<file path="src/rtl/uart_tx.sv">
// 8N1 UART transmitter; tx falls one clkx16 edge after a byte is accepted.
// One-byte holding buffer: ready drops while it is full or enable is low.
module uart_tx #(
  parameter logic parity_en  = 1'b0,
  parameter logic parity_odd = 1'b0,
  parameter int   stop_bits  = 1
) (
  input  logic       clkx16,
  input  logic       reset,
  input  logic       enable,
  input  logic [7:0] data_in,
  input  logic       load,
  output logic       tx,
  output logic       ready,
  output logic       busy
);

  typedef enum logic [2:0] {IDLE, START, DATA, PARITY, STOP} state_t;

  state_t     state_q, state_d;
  logic [3:0] tick_q, tick_d;
  logic [2:0] idx_q, idx_d;
  logic       stop_q, stop_d;
  logic [7:0] shift_q, shift_d;
  logic [7:0] buf_q, buf_d;
  logic       buf_full_q, buf_full_d;
  logic       tx_q, tx_d;

  logic accept;
  logic bit_end;
  logic last_stop;

  assign ready     = enable && !buf_full_q;
  assign busy      = (state_q != IDLE) || buf_full_q;
  assign tx        = tx_q;
  assign accept    = load && ready;
  assign bit_end   = (tick_q == 4'd15);
  // stop_q marks that the first of two stop bits has already gone out
  assign last_stop = (stop_bits == 1) || stop_q;

  always_comb begin
    state_d    = state_q;
    tick_d     = tick_q;
    idx_d      = idx_q;
    stop_d     = stop_q;
    shift_d    = shift_q;
    buf_d      = buf_q;
    buf_full_d = buf_full_q;
    tx_d       = tx_q;
    if (enable) begin
      tick_d = tick_q + 4'd1;
      if (accept) begin
        buf_d      = data_in;
        buf_full_d = 1'b1;
      end
      unique case (state_q)
        IDLE: begin
          tick_d = 4'd0;
          if (buf_full_q) begin
            shift_d    = buf_q;
            buf_full_d = 1'b0;
            state_d    = START;
            tx_d       = 1'b0;
          end
        end
        START: begin
          if (bit_end) begin
            state_d = DATA;
            idx_d   = 3'd0;
            tx_d    = shift_q[0];
          end
        end
        DATA: begin
          if (bit_end) begin
            if (idx_q == 3'd7) begin
              if (parity_en) begin
                state_d = PARITY;
                tx_d    = (^shift_q) ^ parity_odd;
              end else begin
                state_d = STOP;
                stop_d  = 1'b0;
                tx_d    = 1'b1;
              end
            end else begin
              idx_d = idx_q + 3'd1;
              tx_d  = shift_q[idx_d];
            end
          end
        end
        PARITY: begin
          if (bit_end) begin
            state_d = STOP;
            stop_d  = 1'b0;
            tx_d    = 1'b1;
          end
        end
        STOP: begin
          if (bit_end) begin
            if (!last_stop) begin
              stop_d = 1'b1;
            end else if (buf_full_q) begin
              // back-to-back: next start bit follows the last stop tick directly
              shift_d    = buf_q;
              buf_full_d = 1'b0;
              state_d    = START;
              tick_d     = 4'd0;
              tx_d       = 1'b0;
            end else begin
              state_d = IDLE;
              tx_d    = 1'b1;
            end
          end
        end
        default: begin
          state_d = IDLE;
          tx_d    = 1'b1;
        end
      endcase
    end
  end

  always_ff @(posedge clkx16) begin
    if (reset) begin
      state_q    <= IDLE;
      tick_q     <= 4'd0;
      idx_q      <= 3'd0;
      stop_q     <= 1'b0;
      shift_q    <= 8'd0;
      buf_q      <= 8'd0;
      buf_full_q <= 1'b0;
      tx_q       <= 1'b1;
    end else begin
      state_q    <= state_d;
      tick_q     <= tick_d;
      idx_q      <= idx_d;
      stop_q     <= stop_d;
      shift_q    <= shift_d;
      buf_q      <= buf_d;
      buf_full_q <= buf_full_d;
      tx_q       <= tx_d;
    end
  end

endmodule

</file>
<file path="config.mk">
export PLATFORM = sky130hd
export DESIGN_NAME = uart_tx
export DESIGN_NICKNAME = d
export VERILOG_FILES = /design/src/rtl/uart_tx.sv
export SDC_FILE = /design/constraint.sdc
export NUM_CORES = 1
export LEC_CHECK = 0
export ABC_AREA = 0
export CAP_MARGIN = 20
export CORE_MARGIN = 2
export CORE_UTILIZATION = 30
export DETAILED_ROUTE_END_ITERATION = 6
export SETUP_SLACK_MARGIN = 0.4
export SLEW_MARGIN = 15
export SYNTH_ARGS = -nofsm -noshare
export SYNTH_HDL_FRONTEND = slang
export SYNTH_SLANG_ARGS = --single-unit
</file>
<file path="constraint.sdc">
create_clock -name clkx16 -period 3.8 [get_ports clkx16]
set_input_delay 0.76 -clock clkx16 [delete_from_list [all_inputs] [get_ports clkx16]]
set_output_delay 0.76 -clock clkx16 [all_outputs]
set_load 0.02 [all_outputs]
</file>
==> out/notes.md <==
The run finished with clean final reports. Entering global routing, the biggest net connects 29 pins. The non-clock inverters instantiated in the layout total 3.

Cells with a size suffix above 1 make up 8.917% of the layout. Minimum period implied by the final worst setup slack: 2903 ps. The met2 routing resource usage after global routing was 18.35%.

The flow reports that combinational logic draws 9.6% of the design power. Summing all placed instances gives a cell area of 0.001549 mm². In this run the tightest slew margin relative to its limit is 33.10%. The run gives 16.37% for the area growth from synthesis to layout. The cell area that synthesis handed to floorplanning was 0.001399 mm². The routed design uses 1247 µm of met2 wire. The fraction of cell area in multi-input combinational cells is reported as 46.96%. The run gives 1104 µm for the total routed wire length on the met1 layer. In the final report, the number of endpoints failing setup comes to 0.

The group drawing the most power was sequential cells. The number of port buffers was 14. STA shows the worst min-delay path finishing at idx_q[2]. The tools report the internal power of the cells as 472.9 µW. Per the summary, power density relative to cell area is 367.7 mW/mm². When the netlist entered floorplanning its net count stood at 163. Of the available clock period, the critical path in the final layout requires 76.40%. For reference, the top cells by count after synthesis are dfxtp_1, mux2i_1, nor2_1, a21oi_1, nand2_1.

The report lists the cells along the critical path as clkdlybuf4s50_1 -> buf_4 -> nor2b_1 -> clkdlybuf4s50_1. The iteration count recorded for the first detailed-route pass is 4. After layout, the clock buffer instance count stands at 3. The min-delay analysis places its worst path in the category reg2reg.

The report lists the number of cells resized after CTS as 0. STA lists the startpoint of the worst hold path as idx_q[2]. Per the post-route antenna check, the number of violating nets is 0.

The number of DRC markers after the initial detailed-route iteration came out at 67. The fraction of cell area in non-clock buffers came out at 9.531%. Setup repair after global routing left no endpoint under its margin. Capture point of the critical path: ready. Registers are responsible for 51.3% of the overall power. After floorplanning, the die was sized to cover 0.005225 mm². The number of diodes added for antenna fixing came out at 0.

The later pin in the worst-skew pair is clocked with a latency of 270 ps. Buffers inserted during clock tree synthesis total 3. In this run, post-CTS hold repair placed 0 buffers. The final power report lists total power as 598.6 µW. After detailed routing, the number of remaining DRC violations is 0. Per the power-grid run, VDD falls by no more than 0.0001125 V. The cell seen most often among critical-path stages was clkdlybuf4s50_1. The switching component of the power was reported as 125.7 µW. With the placer's final routability congestion estimate at 0.7747, the simple-gate share of the synthesized area is 21.29%.
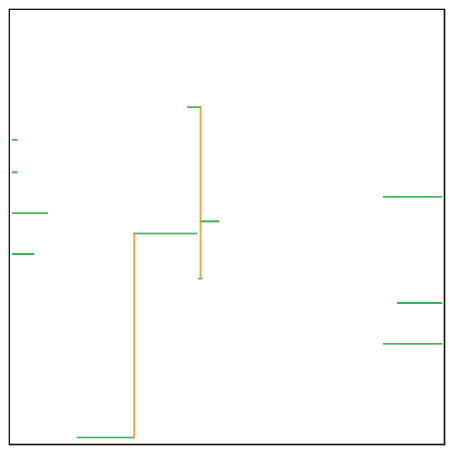
(images/metal_stack.png)
Drawn at 6 px/µm. Only two layers are drawn.
colour	layer	wire length
orange	met4	62.6 µm
green	met3	62.0 µm
Routed WL per cell: 11.85 µm
Total Routed Length: 2476 µm
total routing resource utilization after global routing: 10.58%

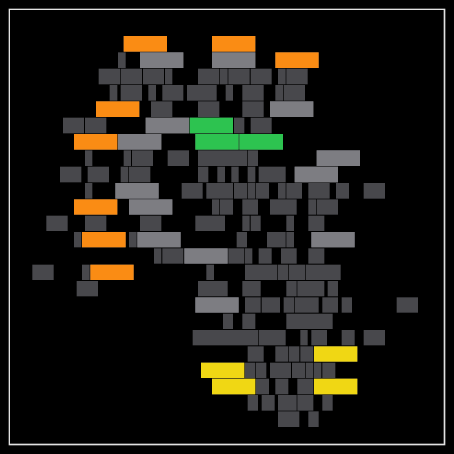
(images/registers.png)
Drawn at 6 px/µm. Other sequential cells in the stronger grey, the rest of the logic in the fainter grey.
colour	netlist name	flops
orange	buf_q	8
green	idx_q	3
yellow	tick_q	4
not coloured	13
final cell utilization of the core: 36.88%
Seq power: 307 µW
Reg area: 560.5 µm²
fraction of area in registers: 34.44%

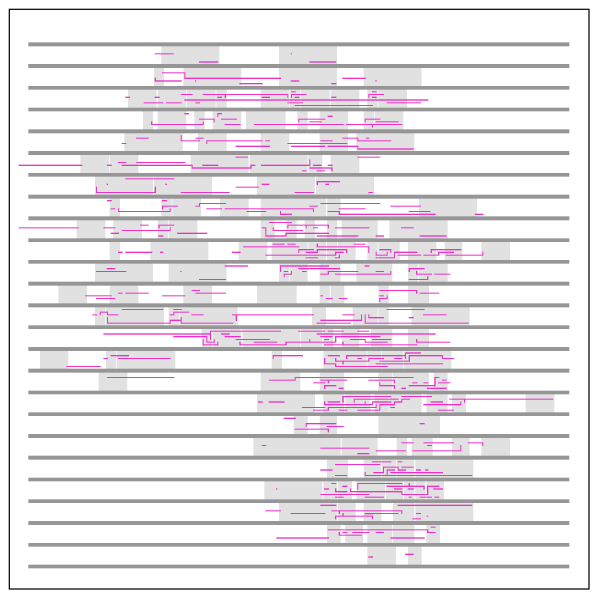
(images/met1.png)
Drawn at 8 px/µm. Supply wires on this layer in grey.
share of all routed wire	45%
longest straight run	30.4 µm
overall via count from detail_route: 1028
global routing usage on met1: 12.22%

Power is estimated from default activity; no workload was simulated.
